===== src/rtl/rmt_pkg.sv =====
// Shared definitions for the RMT header filter and its destination demux.
// Holds the frame-state encoding and the func_type to tdest mapping.
package rmt_pkg;

    typedef enum logic [1:0] {
        STATE_IDLE = 2'd0,
        STATE_FWD  = 2'd1,
        STATE_DROP = 2'd2
    } state_t;

    localparam int unsigned DEST_DEFAULT = 0;
    localparam int unsigned DEST_FUNC1   = 1;

endpackage


===== src/rtl/rmt_dest_demux_stats.sv =====
// Per-port forwarded-frame counters and a dropped-frame counter.
// Instantiated by rmt_dest_demux when RMT_DEMUX_STATS_EN is defined.
module rmt_dest_demux_stats #(
    parameter int M_COUNT   = 2,
    parameter int CNT_WIDTH = 32
) (
    input  logic                         clk,
    input  logic                         rst,
    input  logic [M_COUNT-1:0]           fwd_last,
    input  logic                         drop_last,
    output logic [M_COUNT*CNT_WIDTH-1:0] fwd_frames,
    output logic [CNT_WIDTH-1:0]         drop_frames
);

    for (genvar p = 0; p < M_COUNT; p++) begin : g_fwd
        always_ff @(posedge clk) begin
            if (rst) begin
                fwd_frames[p*CNT_WIDTH +: CNT_WIDTH] <= '0;
            end else if (fwd_last[p]) begin
                fwd_frames[p*CNT_WIDTH +: CNT_WIDTH] <=
                    fwd_frames[p*CNT_WIDTH +: CNT_WIDTH] + 1'b1;
            end
        end
    end

    always_ff @(posedge clk) begin
        if (rst) begin
            drop_frames <= '0;
        end else if (drop_last) begin
            drop_frames <= drop_frames + 1'b1;
        end
    end

endmodule


===== src/rtl/rmt_dest_demux.sv =====
// Steers whole AXI-Stream frames to one of M_COUNT ports by first-beat tdest.
// Optional statistics counters enabled by defining RMT_DEMUX_STATS_EN.
module rmt_dest_demux
    import rmt_pkg::*;
#(
    parameter int DATA_WIDTH = 512,
    parameter int KEEP_WIDTH = (DATA_WIDTH + 7) / 8,
    parameter int USER_WIDTH = 8,
    parameter int DEST_WIDTH = 2,
    parameter int M_COUNT    = 2,
    parameter int CNT_WIDTH  = 32
) (
    input  logic                          clk,
    input  logic                          rst,
    input  logic [DATA_WIDTH-1:0]         s_axis_tdata,
    input  logic [KEEP_WIDTH-1:0]         s_axis_tkeep,
    input  logic                          s_axis_tvalid,
    output logic                          s_axis_tready,
    input  logic                          s_axis_tlast,
    input  logic [USER_WIDTH-1:0]         s_axis_tuser,
    input  logic [DEST_WIDTH-1:0]         s_axis_tdest,
    output logic [M_COUNT*DATA_WIDTH-1:0] m_axis_tdata,
    output logic [M_COUNT*KEEP_WIDTH-1:0] m_axis_tkeep,
    output logic [M_COUNT-1:0]            m_axis_tvalid,
    input  logic [M_COUNT-1:0]            m_axis_tready,
    output logic [M_COUNT-1:0]            m_axis_tlast,
    output logic [M_COUNT*USER_WIDTH-1:0] m_axis_tuser
`ifdef RMT_DEMUX_STATS_EN
    ,
    output logic [M_COUNT*CNT_WIDTH-1:0]  stat_fwd_frames,
    output logic [CNT_WIDTH-1:0]          stat_drop_frames
`endif
);

    localparam int SEL_W = (M_COUNT > 1) ? $clog2(M_COUNT) : 1;

    state_t                state_q, state_d;
    logic [SEL_W-1:0]      sel_q, sel_d;
    logic [M_COUNT-1:0]    valid_q, valid_d;
    logic [DATA_WIDTH-1:0] data_q;
    logic [KEEP_WIDTH-1:0] keep_q;
    logic [USER_WIDTH-1:0] user_q;
    logic                  last_q;

    logic in_range;
    logic unload;
    logic accept;
    logic load;
    logic drop_frame;

    // The held beat always belongs to sel_q, so its ready gates the input.
    assign unload   = (|valid_q) && m_axis_tready[sel_q];
    assign in_range = int'(s_axis_tdest) < M_COUNT;

    always_comb begin
        s_axis_tready = 1'b0;
        if (!rst) begin
            s_axis_tready = (state_q == STATE_DROP) || !(|valid_q) ||
                            m_axis_tready[sel_q];
        end
    end

    assign accept = s_axis_tvalid && s_axis_tready;

    always_comb begin
        state_d    = state_q;
        sel_d      = sel_q;
        load       = 1'b0;
        drop_frame = 1'b0;
        unique case (state_q)
            STATE_IDLE: begin
                if (accept) begin
                    if (in_range) begin
                        load  = 1'b1;
                        sel_d = s_axis_tdest[SEL_W-1:0];
                        if (!s_axis_tlast) state_d = STATE_FWD;
                    end else if (s_axis_tlast) begin
                        drop_frame = 1'b1;
                    end else begin
                        state_d = STATE_DROP;
                    end
                end
            end
            STATE_FWD: begin
                if (accept) begin
                    load = 1'b1;
                    if (s_axis_tlast) state_d = STATE_IDLE;
                end
            end
            STATE_DROP: begin
                if (accept && s_axis_tlast) begin
                    state_d    = STATE_IDLE;
                    drop_frame = 1'b1;
                end
            end
            default: state_d = STATE_IDLE;
        endcase
    end

    always_comb begin
        valid_d = valid_q;
        if (unload) valid_d = '0;
        if (load) begin
            valid_d        = '0;
            valid_d[sel_d] = 1'b1;
        end
    end

    always_ff @(posedge clk) begin
        if (rst) begin
            state_q <= STATE_IDLE;
            sel_q   <= '0;
            valid_q <= '0;
        end else begin
            state_q <= state_d;
            sel_q   <= sel_d;
            valid_q <= valid_d;
        end
    end

    always_ff @(posedge clk) begin
        if (load) begin
            data_q <= s_axis_tdata;
            keep_q <= s_axis_tkeep;
            user_q <= s_axis_tuser;
            last_q <= s_axis_tlast;
        end
    end

    assign m_axis_tvalid = valid_q;
    assign m_axis_tdata  = {M_COUNT{data_q}};
    assign m_axis_tkeep  = {M_COUNT{keep_q}};
    assign m_axis_tuser  = {M_COUNT{user_q}};
    assign m_axis_tlast  = {M_COUNT{last_q}};

`ifdef RMT_DEMUX_STATS_EN
    logic [M_COUNT-1:0] fwd_last;

    assign fwd_last = valid_q & m_axis_tready & {M_COUNT{last_q}};

    rmt_dest_demux_stats #(
        .M_COUNT   (M_COUNT),
        .CNT_WIDTH (CNT_WIDTH)
    ) u_stats (
        .clk         (clk),
        .rst         (rst),
        .fwd_last    (fwd_last),
        .drop_last   (drop_frame),
        .fwd_frames  (stat_fwd_frames),
        .drop_frames (stat_drop_frames)
    );
`else
    logic unused_cfg;

    assign unused_cfg = drop_frame ^ (CNT_WIDTH > 0);
`endif

endmodule


===== config.mk =====
export PLATFORM = sky130hd
export DESIGN_NAME = rmt_dest_demux
export DESIGN_NICKNAME = d
export VERILOG_FILES = /design/src/rtl/rmt_pkg.sv /design/src/rtl/rmt_dest_demux_stats.sv /design/src/rtl/rmt_dest_demux.sv
export SDC_FILE = /design/constraint.sdc
export NUM_CORES = 1
export LEC_CHECK = 0
export ABC_AREA = 0
export CAP_MARGIN = 10
export CORE_AREA = 2 2 692 694
export DETAILED_ROUTE_END_ITERATION = 6
export DIE_AREA = 0 0 694 696
export HOLD_SLACK_MARGIN = 0.05
export PLACE_DENSITY = 0.3
export SKIP_CTS_REPAIR_TIMING = 1
export SLEW_MARGIN = 20
export SYNTH_ARGS = -nofsm -noshare
export SYNTH_HDL_FRONTEND = slang
export SYNTH_SLANG_ARGS = --single-unit
export TNS_END_PERCENT = 30

===== constraint.sdc =====
create_clock -name clk -period 42.5 [get_ports clk]
set_input_delay 6.375 -clock clk [delete_from_list [all_inputs] [get_ports clk]]
set_output_delay 6.375 -clock clk [all_outputs]
set_load 0.01 [all_outputs]

Fig. 1: sequential cells colored by netlist name
Scale bar: 200 µm.
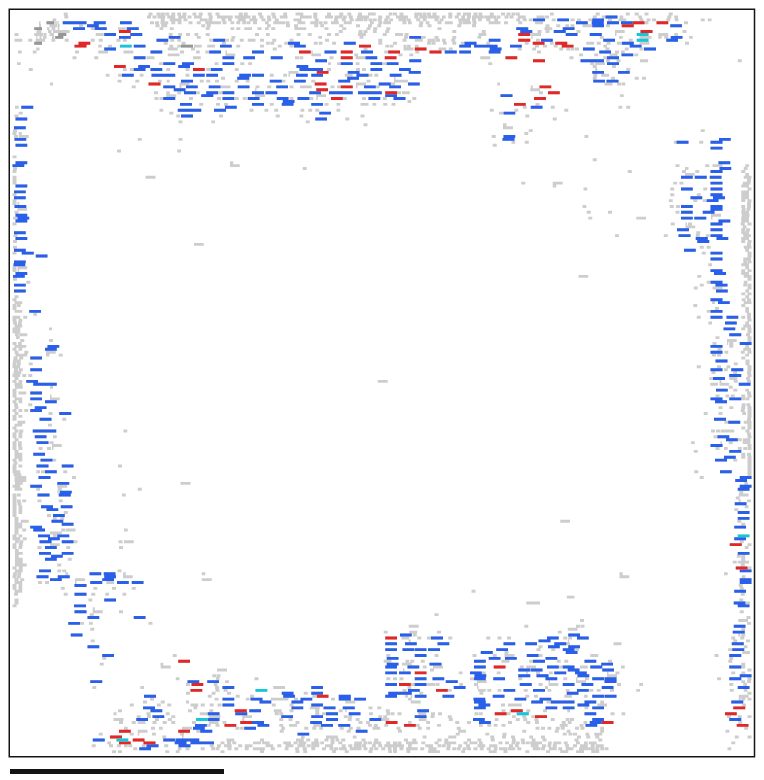
Cyan is user_q, placed flops 8, where widely spread. Red is keep_q, placed flops 64, where widely spread. Blue is data_q, placed flops 512, where widely spread.
flip-flop and latch power: 694 µW
Seq area share: 0.381
Final Util: 0.0972

Fig. 2: cells colored by class
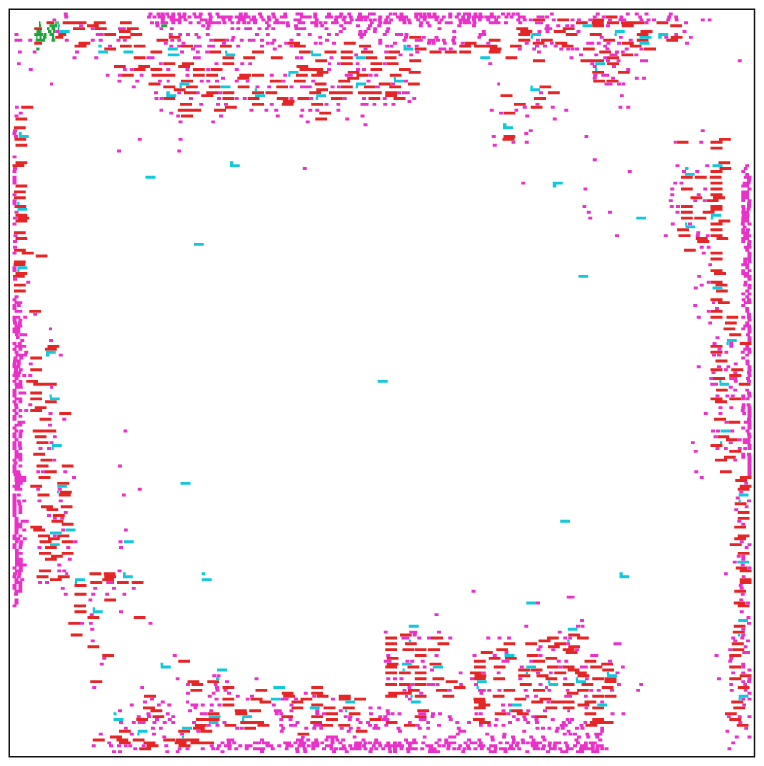
Magenta is remaining buffers and delay cells, cells 1,776, share of their area 46%. Green is combinational and other logic, cells 28, share of their area 0.54%. Red is sequential cells, cells 590, share of their area 46%. Cyan is clock drivers and dummy loads, cells 149, share of their area 6.8%.
cell area after layout: 46,300 µm²
# rows: 254
area of the core: 476,000 µm²

Fig. 3: metal layers overlaid
Scale bar: 200 µm.
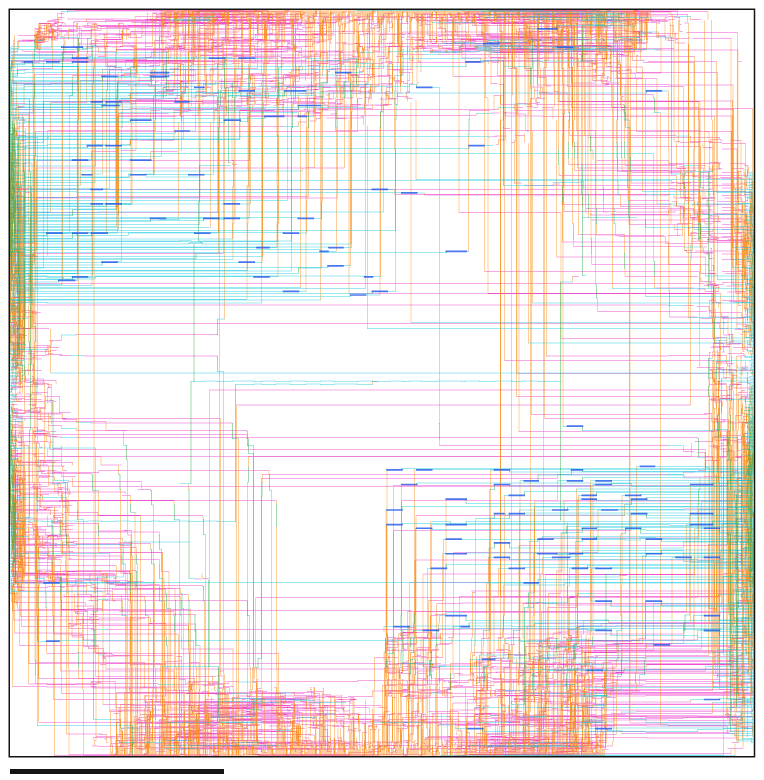
Magenta is metal 1, wire length 96.8 mm. Cyan is metal 3, wire length 52.5 mm. Blue is metal 5, wire length 1,870 µm. Orange is metal 2, wire length 125 mm. Green is metal 4, wire length 9,930 µm.
WL per Instance: 32.0 µm
Global Route Usage Sum: 0.113
final wirelength: 286 mm
vias: 17,700

Fig. 4: routed metal per tile
Scale bar: 200 µm. The die is cut into 35 by 35 equal tiles; dark blue is low, red is high, scaled to the fullest tile. Values are wire area over tile area, all layers added.
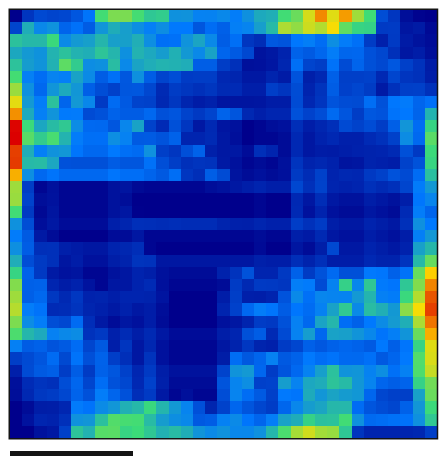
The fullest tile reaches 0.59. The emptiest ninth of the die: center. The mean over all tiles is 0.11. 9.5% of the tiles are nearly empty. 5.8% of the tiles are over half the peak.

==> impl_metrics.env <==
# physical design summary
export IMPL_ys_types=20
export IMPL_drcViolationCount=0
export IMPL_maxCapViolCount=0
export IMPL_worst_pin_slew_ns=0.929
export IMPL_min_period_over_period=0.342
export IMPL_slowest_delay_ns=0.52
export IMPL_n_all_inverters=3
export IMPL_clk_pin_slew_worst_paths_ns=0.06
export IMPL_port_buffer_count=1764
export IMPL_switching_share=0.254
export IMPL_setup_ws_ns=27.96
export IMPL_antenna_found_initial=400
export IMPL_synth_nets=1796
export IMPL_power_density_nw_per_um2=34.0
export IMPL_edf_count=585
export IMPL_warning_count=27
export IMPL_cp_required_ns=36.12
export IMPL_crit_family="buffers and inverters"
export IMPL_clock_area_frac=0.0559
export IMPL_setup_viol=0
export IMPL_r2r_slack_ns=36.44
export IMPL_gr_total_overflow=0
export IMPL_rsz0062_at_grt="false"
export IMPL_grt_max_degree=63
export IMPL_syn_instance_count=1204
export IMPL_power_frac_comb=0.118
export IMPL_clkPwrFrac=0.441
export IMPL_dieArea_um2=483000
export IMPL_synth_top_area_share=0.789
export IMPL_cp_depth=5
export IMPL_leakage_nw=13.7
export IMPL_internal_power_mw=1.17
export IMPL_syn2layout_area_growth_pct=108
export IMPL_path_cells="clkdlybuf4s50_1 -> mux2_4 -> nor3_1 -> nor2_1 -> clkdlybuf4s50_1"
export IMPL_max_freq_ghz=0.0688
export IMPL_cts_sinks=590
export IMPL_nFillCells=54400
export IMPL_comb_area_frac=0.00424
export IMPL_ys_seq_share=0.793
export IMPL_place_inst=8666
export IMPL_chipWidth_um=694
export IMPL_cts_root_buf="clkbuf_16"
export IMPL_ys_top_logic_family="buffers and inverters"
export IMPL_fin_crit_ns=14.54
export IMPL_power_mw=1.57
export IMPL_whs_endpoint="m_axis_tvalid[1]"
export IMPL_synthFlopType="edfxtp_1"
export IMPL_largestClassByArea="non-clock buffers"
export IMPL_hold_worst_slack_ns=0.485
export IMPL_die_h_um=696
export IMPL_status="finished, final reports clean"
export IMPL_synth_flops=590
export IMPL_avgSynthCellArea_um2=18.5
export IMPL_skew_ns=0.0687
export IMPL_clk_power_uw=693
export IMPL_worst_r2r_cell_count=9
export IMPL_core_util_floorplan=0.0467
export IMPL_worstSetupStartpointType="primary input"
export IMPL_fin_tns_setup_ns=0
export IMPL_ys_area_um2=22300
export IMPL_crit_path_frequent_cell="clkdlybuf4s50_1"
export IMPL_ys_cells=1204
export IMPL_htree_levels=3
export IMPL_grt_pass1_wl_mm=319
export IMPL_synth_area_um2=22300
export IMPL_pwr_share_seq=0.441
export IMPL_drt_pass1_iter_count=4
export IMPL_r2r_start="sel_q"
export IMPL_synthMuxAreaShare=0.00208
export IMPL_worstHoldStart="m_axis_tvalid[1]"
Power is estimated from default activity; no workload was simulated.
